### Wiring by layer, run 1

Scale bar: 50 µm. Two of the layers only.
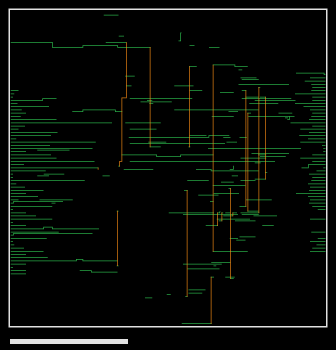
### Cells coloured by class, run 1

Scale bar: 50 µm. Fill, decap, tap and diode cells in grey.
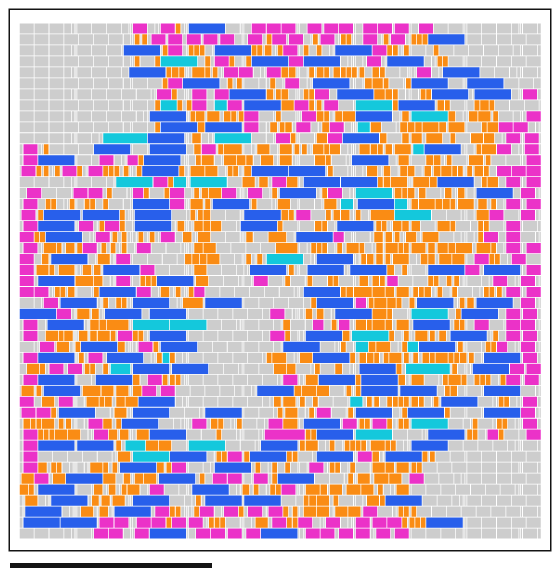
### Register map, names as in the netlist, run 1

Scale bar: 50 µm. Other sequential cells in the stronger grey, the rest of the logic in the fainter grey.
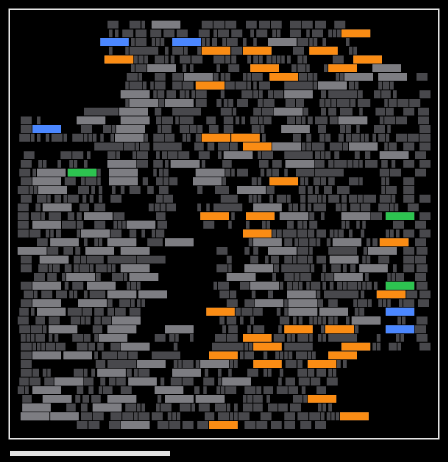
### Local utilization, run 1

The die is cut into 13 by 13 equal tiles; black is low, pale yellow is high, 0 to 100% covered.
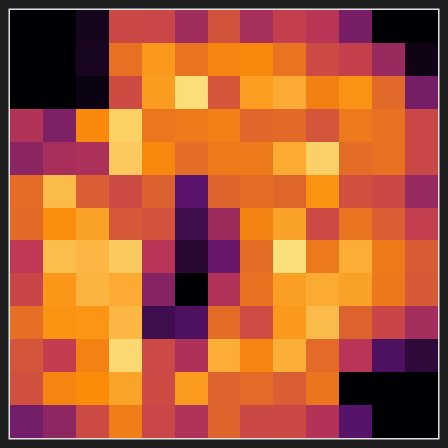
File: src/rtl/mem_wb_stage_pkg.sv
// Shared widths, writeback-select/funct3 encodings and WB state type for the MEM/WB stage.
package mem_wb_stage_pkg;

    localparam int WORD_LEN      = 32;
    localparam int REG_IDX_WIDTH = 5;
    localparam int ADDR_SIZE     = 32;

    localparam logic [1:0] WB_SEL_ALU = 2'd0;
    localparam logic [1:0] WB_SEL_MEM = 2'd1;
    localparam logic [1:0] WB_SEL_PC4 = 2'd2;

    localparam logic [2:0] FUNCT3_LB  = 3'd0;
    localparam logic [2:0] FUNCT3_LH  = 3'd1;
    localparam logic [2:0] FUNCT3_LW  = 3'd2;
    localparam logic [2:0] FUNCT3_LBU = 3'd4;
    localparam logic [2:0] FUNCT3_LHU = 3'd5;

    typedef enum logic [1:0] {
        WB_RUN        = 2'd0,
        WB_LOAD_WAIT  = 2'd1,
        WB_LOAD_WRITE = 2'd2
    } wbState_t;

endpackage

File: src/rtl/mem_wb_stage_load_extend.sv
// Combinational load alignment: picks the byte/half addressed by offset and sign/zero extends it.
module mem_wb_stage_load_extend
    import mem_wb_stage_pkg::*;
(
    input  logic [WORD_LEN-1:0] word,
    input  logic [2:0]          funct3,
    input  logic [1:0]          offset,
    output logic [WORD_LEN-1:0] result
);

    logic [7:0]  byteSel;
    logic [15:0] halfSel;

    always_comb begin
        byteSel = word[7:0];
        case (offset)
            2'd0:    byteSel = word[7:0];
            2'd1:    byteSel = word[15:8];
            2'd2:    byteSel = word[23:16];
            default: byteSel = word[31:24];
        endcase
        halfSel = offset[1] ? word[31:16] : word[15:0];
    end

    // Reserved funct3 codes fall through to a full-word load.
    always_comb begin
        result = word;
        case (funct3)
            FUNCT3_LB:  result = {{(WORD_LEN-8){byteSel[7]}}, byteSel};
            FUNCT3_LBU: result = {{(WORD_LEN-8){1'b0}}, byteSel};
            FUNCT3_LH:  result = {{(WORD_LEN-16){halfSel[15]}}, halfSel};
            FUNCT3_LHU: result = {{(WORD_LEN-16){1'b0}}, halfSel};
            default:    result = word;
        endcase
    end

endmodule

File: src/rtl/mem_wb_stage.sv
// MEM/WB pipeline register and writeback controller feeding the RegFile write port.
//   state         | meaning
//   WB_RUN        | non-load in WB, or empty
//   WB_LOAD_WAIT  | load captured, awaiting dmem response (MEM stalled)
//   WB_LOAD_WRITE | aligned load data latched, written this cycle
module mem_wb_stage
    import mem_wb_stage_pkg::*;
#(
    parameter int CNT_WIDTH = 32
) (
    input  logic                     clk,
    input  logic                     rst,
    input  logic                     inValid,
    input  logic [ADDR_SIZE-1:0]     inPc,
    input  logic                     inRegWrite,
    input  logic [REG_IDX_WIDTH-1:0] inRd,
    input  logic [1:0]               inWbSel,
    input  logic                     inMemRead,
    input  logic [2:0]               inFunct3,
    input  logic [WORD_LEN-1:0]      inAluResult,
    input  logic [WORD_LEN-1:0]      dmemRdata,
    input  logic                     dmemRvalid,
    output logic                     stallOut,
    output logic                     writeEnable,
    output logic [REG_IDX_WIDTH-1:0] writeAddr,
    output logic [WORD_LEN-1:0]      writeData,
    output logic [ADDR_SIZE-1:0]     pc_WB,
    output logic [CNT_WIDTH-1:0]     instRetired
);

    localparam logic [WORD_LEN-1:0] PC_STEP = WORD_LEN'(4);

    wbState_t                 state, nextState;
    logic                     wbValid;
    logic [ADDR_SIZE-1:0]     wbPc;
    logic                     wbRegWrite;
    logic [REG_IDX_WIDTH-1:0] wbRd;
    logic [1:0]               wbWbSel;
    logic [2:0]               wbFunct3;
    logic [WORD_LEN-1:0]      wbAluResult;
    logic [WORD_LEN-1:0]      loadData;
    logic [WORD_LEN-1:0]      loadAligned;
    logic                     retiring;

    mem_wb_stage_load_extend uLoadExtend (
        .word   (dmemRdata),
        .funct3 (wbFunct3),
        .offset (wbAluResult[1:0]),
        .result (loadAligned)
    );

    always_ff @(posedge clk or posedge rst) begin
        if (rst) state <= WB_RUN;
        else     state <= nextState;
    end

    always_comb begin
        nextState = state;
        case (state)
            WB_RUN, WB_LOAD_WRITE:
                nextState = (inValid && inMemRead) ? WB_LOAD_WAIT : WB_RUN;
            WB_LOAD_WAIT:
                if (dmemRvalid) nextState = WB_LOAD_WRITE;
            default:
                nextState = WB_RUN;
        endcase
    end

    assign stallOut = (state == WB_LOAD_WAIT);
    assign retiring = wbValid && (state != WB_LOAD_WAIT);

    always_ff @(posedge clk or posedge rst) begin
        if (rst) begin
            wbValid     <= 1'b0;
            wbPc        <= '0;
            wbRegWrite  <= 1'b0;
            wbRd        <= '0;
            wbWbSel     <= WB_SEL_ALU;
            wbFunct3    <= '0;
            wbAluResult <= '0;
        end else if (!stallOut) begin
            wbValid     <= inValid;
            wbPc        <= inPc;
            wbRegWrite  <= inRegWrite;
            wbRd        <= inRd;
            wbWbSel     <= inWbSel;
            wbFunct3    <= inFunct3;
            wbAluResult <= inAluResult;
        end
    end

    always_ff @(posedge clk or posedge rst) begin
        if (rst)                                      loadData <= '0;
        else if (state == WB_LOAD_WAIT && dmemRvalid) loadData <= loadAligned;
    end

    always_ff @(posedge clk or posedge rst) begin
        if (rst)           instRetired <= '0;
        else if (retiring) instRetired <= instRetired + CNT_WIDTH'(1);
    end

    always_comb begin
        writeData = wbAluResult;
        case (wbWbSel)
            WB_SEL_MEM: writeData = loadData;
            WB_SEL_PC4: writeData = WORD_LEN'(wbPc) + PC_STEP;
            default:    writeData = wbAluResult;
        endcase
    end

    assign writeEnable = retiring && wbRegWrite;
    assign writeAddr   = wbRd;
    assign pc_WB       = wbPc;

endmodule
File: config.mk
export PLATFORM = sky130hd
export DESIGN_NAME = mem_wb_stage
export DESIGN_NICKNAME = d
export VERILOG_FILES = /design/src/rtl/mem_wb_stage_pkg.sv /design/src/rtl/mem_wb_stage_load_extend.sv /design/src/rtl/mem_wb_stage.sv
export SDC_FILE = /design/constraint.sdc
export NUM_CORES = 1
export LEC_CHECK = 0
export CAP_MARGIN = 20
export CORE_MARGIN = 2
export CORE_UTILIZATION = 43
export CTS_CLUSTER_SIZE = 28
export DETAILED_ROUTE_END_ITERATION = 8
export PLACE_DENSITY = 0.77
export SYNTH_ARGS = -nofsm -noshare
export SYNTH_HDL_FRONTEND = slang
export SYNTH_SLANG_ARGS = --single-unit
File: constraint.sdc
create_clock -name clk -period 4.6 [get_ports clk]
set_input_delay 0.69 -clock clk [delete_from_list [all_inputs] [get_ports clk]]
set_output_delay 0.69 -clock clk [all_outputs]
set_load 0.02 [all_outputs]
==> impl_metrics.toml, run 1 <==
# implementation run metrics
[finish]
design.final.nets = 1159
final-nonclk-buf-share_pct = 22.1
layoutNonFillerInstCount = 1276
final_area_mm2 = 0.0102
clock_buffer_count = 19
area.sequential_mm2 = 0.00355
post_route_cells_drive_above_1_share_pct = 6.91
sh_seq_area_pct = 34.9
layout_clock_area_share_pct = 5.95
antenna_cells_inserted = 0
logic_area_mm2 = 0.00342

[power_and_ir_drop]
power.group.top = "sequential cells"
power_report.internal_total_uw = 2970
pg_comb_uw = 1440
clock_power_share_pct = 31.0
power.leakage_uw = 0.00438
combPwrFrac_pct = 31.6
switching_component_of_the_power_uw = 1600

[job]
warnings = 28

[setup_path]
r2r-end = "loadData[23]"
critical_path_buf_inv_count = 1
cp_max_fo = 14
timing.critical_path.max_delay_family = "simple AND/OR/NAND/NOR gates"
r2r_cells = 7
worstSetupPathDepth = 6
stage_delay_of_the_slowest_cell_on_the_critical_path_ns = 0.94
critical_path.startpoint_type = "flip-flop"

[logic_synthesis]
ys_async_sr_fraction_pct = 100
ys_cells = 847
synthesis.instances = 847
synth-seq-area-share_pct = 49.1
synth-compound-area-share_pct = 11.1
synthesized_flop_and_latch_total = 142
postSynthNetCount = 963
synthXorXnorAreaFrac_pct = 7.14
most_popular_library_cell_in_the_synthesized_design_by_count = "nand2_1"
synth-area-yosys_mm2 = 0.00724
muxShareOfSynthArea_pct = 2.42
synth.lib_cells_used.distinct = 44
synthDominantCellAreaShare_pct = 49.1
synth_area_mm2 = 0.00724

[grt]
gr-max-usage-layer = "met2"
initial_antenna_violation_count = 1
vias_in_the_first_global_route = 6526
grt.overflow.total = 0

[timing]
clock_skew_ns = 0.00779
whs_ns = 0.464
finalMaxSlewViolations = 0
final-hold-violation-count = 0
final.setup.tns_ns = 0

[routing]
highest_layer = "met5"
initialDrtViolationCount = 524
route.detailed.drc = 0
finalWirelength_mm = 23.1
met3_wire_length_mm = 2.17
drt-pass1-iter-count = 6

[placement]
place_congestion = 0.909
placed_cell_area_mm2 = 0.00953

[cts]
ctsHtreeMaxLevel = 4
tritoncts_num_sinks = 142
root_buffer = "clkbuf_16"
clock_tree.buffer_depth = 2
post_cts_resized = 0
insertion_delay_ns = 0.43

[run_status]
run_status = "complete, no violations"

[floorplan]
pin_count = 215

[worst_hold_path]
timing.hold.worst.class = "reg -> reg"
About 'Wiring by layer':
legend:
  met3:
    colour: green
    wire_length: 2170 µm
  met4:
    colour: orange
    wire_length: 525 µm

About 'Cells coloured by class':
legend:
  flops:
    colour: blue
    cells: 142
    share_of_their_area: 36%
  all other logic:
    colour: orange
    cells: 657
    share_of_their_area: 35%
  other buffers and delay cells:
    colour: magenta
    cells: 225
    share_of_their_area: 23%
  clock drivers and dummy loads:
    colour: cyan
    cells: 32
    share_of_their_area: 6.1%

About 'Register map, names as in the netlist':
legend:
  `wbFunct3`:
    colour: green
    flops: 3
  `writeAddr`:
    colour: blue
    flops: 5
    where: all over the die
  `wbAluResult`:
    colour: orange
    flops: 32
not coloured: 102

About 'Local utilization':
tiles over 75% full: 21%
mean over tiles: 55%
fullest tile: 93%
nearly empty tiles: 8.3%
final cell utilization of the core: 61.6%
area of the placeable core: 0.0165 mm²
fp_density: 43.8%

==> run 2: changes to the inputs <==
--- a/config.mk
+++ b/config.mk
@@ -6,11 +6,12 @@
 export NUM_CORES = 1
 export LEC_CHECK = 0
 export CAP_MARGIN = 20
-export CORE_MARGIN = 2
-export CORE_UTILIZATION = 43
+export CORE_MARGIN = 4
+export CORE_UTILIZATION = 40
 export CTS_CLUSTER_SIZE = 28
 export DETAILED_ROUTE_END_ITERATION = 8
-export PLACE_DENSITY = 0.77
+export GPL_TIMING_DRIVEN = 0
+export PLACE_DENSITY = 0.72
 export SYNTH_ARGS = -nofsm -noshare
 export SYNTH_HDL_FRONTEND = slang
 export SYNTH_SLANG_ARGS = --single-unit
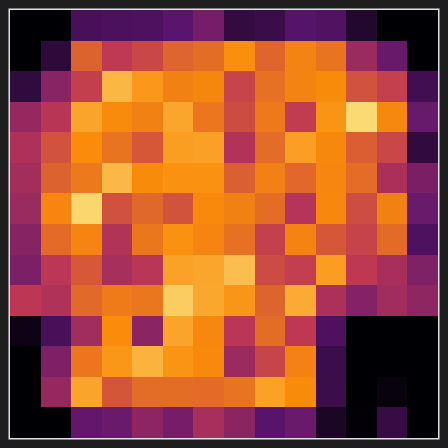
*Local utilization, run 2*
The die is cut into 14 by 14 equal tiles; black is low, pale yellow is high, 0 to 100% covered.
emptiest ninth of the die: bottom right
densest ninth of the die: middle
tiles over 75% full: 15%
nearly empty tiles: 10%
mean over tiles: 50%
fullest tile: 92%
fp_density: 41.3%
area of the placeable core: 0.0175 mm²
final cell utilization of the core: 59.1%

==> run 2 against run 1 <==
Sequential cell count is the same; worst setup slack gained 0.22 ns; via count grew 1.5%; non-clock buffer count grew 39; area after synthesis is the same; largest power group unchanged; highest routed layer is now met4.
==> impl_metrics.toml, run 2 <==
# implementation run metrics
[routing]
route.detailed.drc = 0
met3_wire_length_mm = 2.14
highest_layer = "met4"
initialDrtViolationCount = 611
avgRoutedWirePerCell_um = 18.8
drt-pass1-iter-count = 5
finalWirelength_mm = 24.8

[logic_synthesis]
synth-seq-area-share_pct = 49.1
ys_async_sr_fraction_pct = 100
synth_area_mm2 = 0.00724
postSynthNetCount = 963
muxShareOfSynthArea_pct = 2.42
synth-area-yosys_mm2 = 0.00724
ys_cells = 847
synth-compound-area-share_pct = 11.1
synthesized_flop_and_latch_total = 142
synthesis.instances = 847
synthDominantCellAreaShare_pct = 49.1
synth.lib_cells_used.distinct = 44
most_popular_library_cell_in_the_synthesized_design_by_count = "nand2_1"
synthXorXnorAreaFrac_pct = 7.14

[timing]
final-hold-violation-count = 0
whs_ns = 0.462
finalMaxSlewViolations = 0
final.setup.tns_ns = 0
finalSetupViolCount = 0
clock_skew_ns = 0.0101

[setup_path]
r2r_cells = 7
path_cells = "nand4_1 > or4_1 > buf_6 > buf_12 > nor3_2 > xnor2_1 > o221ai_1 > clkdlybuf4s50_1"
setup.worst_path.end_class = "output pin"
timing.critical_path.max_delay_family = "buffers and inverters"
r2r-end = "loadData[24]"
critical_path.startpoint_type = "flip-flop"
worstSetupPathDepth = 8
cp_max_fo = 10
critical_path_buf_inv_count = 3
worst_ep_arrival_time_ns = 3.21

[finish]
final-nonclk-buf-share_pct = 23.0
clock_buffer_count = 22
final_area_mm2 = 0.0104
multi_input_comb_cells = 637
antenna_cells_inserted = 0
area.sequential_mm2 = 0.00355
sh_seq_area_pct = 34.3
layout_clock_area_share_pct = 6.32
post_route_cells_drive_above_1_share_pct = 5.58
logic_area_mm2 = 0.00341

[cts]
insertion_delay_ns = 0.43
post_cts_resized = 0
ctsHtreeMaxLevel = 4
clock_tree.buffer_depth = 2
tritoncts_num_sinks = 142
root_buffer = "clkbuf_16"

[power_and_ir_drop]
power.group.top = "sequential cells"
combPwrFrac_pct = 31.7
clock_power_share_pct = 32.4
switching_component_of_the_power_uw = 1620
pg_comb_uw = 1510
power.leakage_uw = 0.00443
power_report.internal_total_uw = 3140

[floorplan]
pin_count = 215

[placement]
place_congestion = 0.888
placed_cell_area_mm2 = 0.00970

[grt]
initial_antenna_violation_count = 0
grt.overflow.total = 0
gr-max-usage-layer = "met2"
vias_in_the_first_global_route = 6741

[run_status]
run_status = "complete, no violations"

[job]
warnings = 27
max_cap_violations = 0

[worst_hold_path]
timing.hold.worst.class = "reg -> reg"
==> run 3: changes to the inputs <==
==> constraint.sdc (replaced) <==
create_clock -name clk -period 3.35 [get_ports clk]
set_input_delay 0.5025 -clock clk [delete_from_list [all_inputs] [get_ports clk]]
set_output_delay 0.5025 -clock clk [all_outputs]
set_load 0.02 [all_outputs]
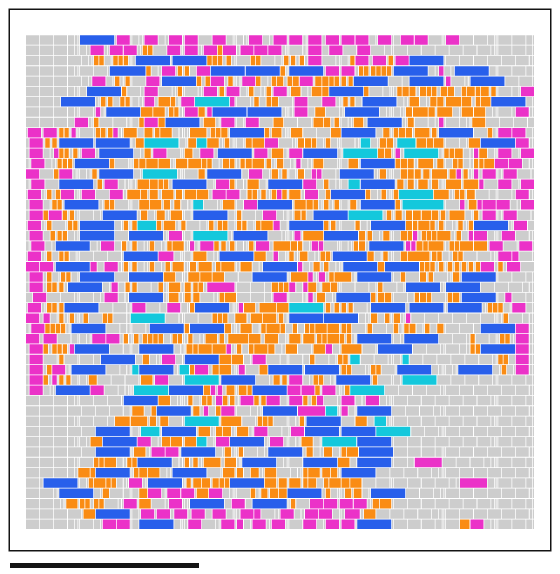
*Cells coloured by class, run 3*
Scale bar: 50 µm. Fill, decap, tap and diode cells in grey.
legend:
  flops:
    colour: blue
    cells: 142
    share_of_their_area: 35%
  clock drivers and dummy loads:
    colour: cyan
    cells: 32
    share_of_their_area: 5.8%
  other buffers and delay cells:
    colour: magenta
    cells: 265
    share_of_their_area: 24%
  all other logic:
    colour: orange
    cells: 657
    share_of_their_area: 35%
number of rows created at floorplan: 48
finished layout cell area: 0.0103 mm²
proportion of cell area occupied by registers: 34.5%
final cell utilization of the core: 58.7%

==> run 3 against run 2 <==
First-iteration DRC count decreased by 8.8%; via count up 1.5%; synthesized cell count unchanged; non-clock buffer count is 1 higher; count of clock-buffer cells in the layout shrank 2; sequential power is 38% higher; clock power is 19% higher.
==> impl_metrics.toml, run 3 <==
# implementation run metrics
[placement]
place_congestion = 0.884
placed_cell_area_mm2 = 0.00973

[job]
warnings = 29

[logic_synthesis]
ys_async_sr_fraction_pct = 100
postSynthNetCount = 963
synthXorXnorAreaFrac_pct = 7.14
synth-seq-area-share_pct = 49.1
synthDominantCellAreaShare_pct = 49.1
synth-area-yosys_mm2 = 0.00724
ys_cells = 847
synth.lib_cells_used.distinct = 44
synth_area_mm2 = 0.00724
muxShareOfSynthArea_pct = 2.42
most_popular_library_cell_in_the_synthesized_design_by_count = "nand2_1"

[power_and_ir_drop]
switching_component_of_the_power_uw = 2280
power.group.top = "sequential cells"
pg_comb_uw = 2050
power_report.internal_total_uw = 3980
clock_power_share_pct = 29.6
power.leakage_uw = 0.00442
combPwrFrac_pct = 32.8

[routing]
avgRoutedWirePerCell_um = 18.8
drt-pass1-iter-count = 5
highest_layer = "met4"
finalWirelength_mm = 24.8
route.detailed.drc = 0
initialDrtViolationCount = 557

[setup_path]
timing.critical_path.max_delay_family = "simple AND/OR/NAND/NOR gates"
worst_ep_arrival_time_ns = 2.74
cp_max_fo = 10
r2r-end = "loadData[23]"
path_cells = "buf_4 > nand4_1 > or4_1 > buf_6 > buf_12 > nor3_2 > xnor2_1 > o221ai_1 > clkdlybuf4s15_1"
worstSetupPathDepth = 9
critical_path_buf_inv_count = 4
r2r_cells = 7

[finish]
multi_input_comb_cells = 637
logic_area_mm2 = 0.00344
area.sequential_mm2 = 0.00355
post_route_cells_drive_above_1_share_pct = 8.21
layout_clock_area_share_pct = 5.61
layout_top_cell_excl_fill_tap = "nand2_1"
clock_buffer_count = 20
antenna_cells_inserted = 0

[floorplan]
initial_core_util_pct = 41.3
area_of_the_placeable_core_mm2 = 0.0175
pin_count = 215

[timing]
clock_skew_ns = 0.00956
finalSetupViolCount = 0
whs_ns = 0.455
finalMaxSlewViolations = 0
final.setup.tns_ns = 0
final-hold-violation-count = 0

[cts]
tritoncts_num_sinks = 142
ctsHtreeMaxLevel = 4
insertion_delay_ns = 0.43
post-cts-setup-buffers = 0

[grt]
grt.overflow.total = 0
gr-max-usage-layer = "met2"
vias_in_the_first_global_route = 6728
initial_antenna_violation_count = 0
grtUsageMet1_pct = 32.4

[worst_hold_path]
timing.hold.worst.class = "reg -> reg"

[run_status]
run_status = "complete, no violations"

==> screenshots <==
Routing congestion.
image #1
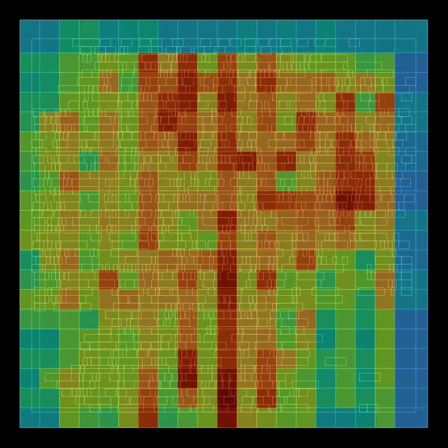
image #2
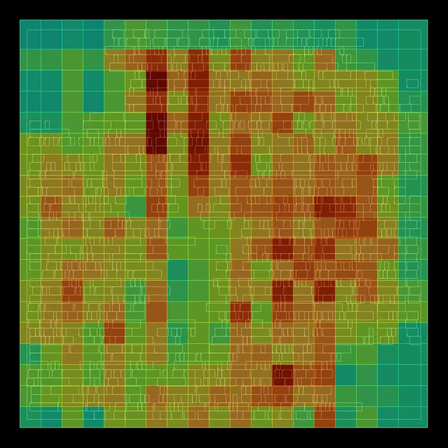
| picture | from |
|---|---|
| image #2 | run 1 |
| image #1 | run 3 |

No activity file was given, so power comes from the tool's default toggle rates.
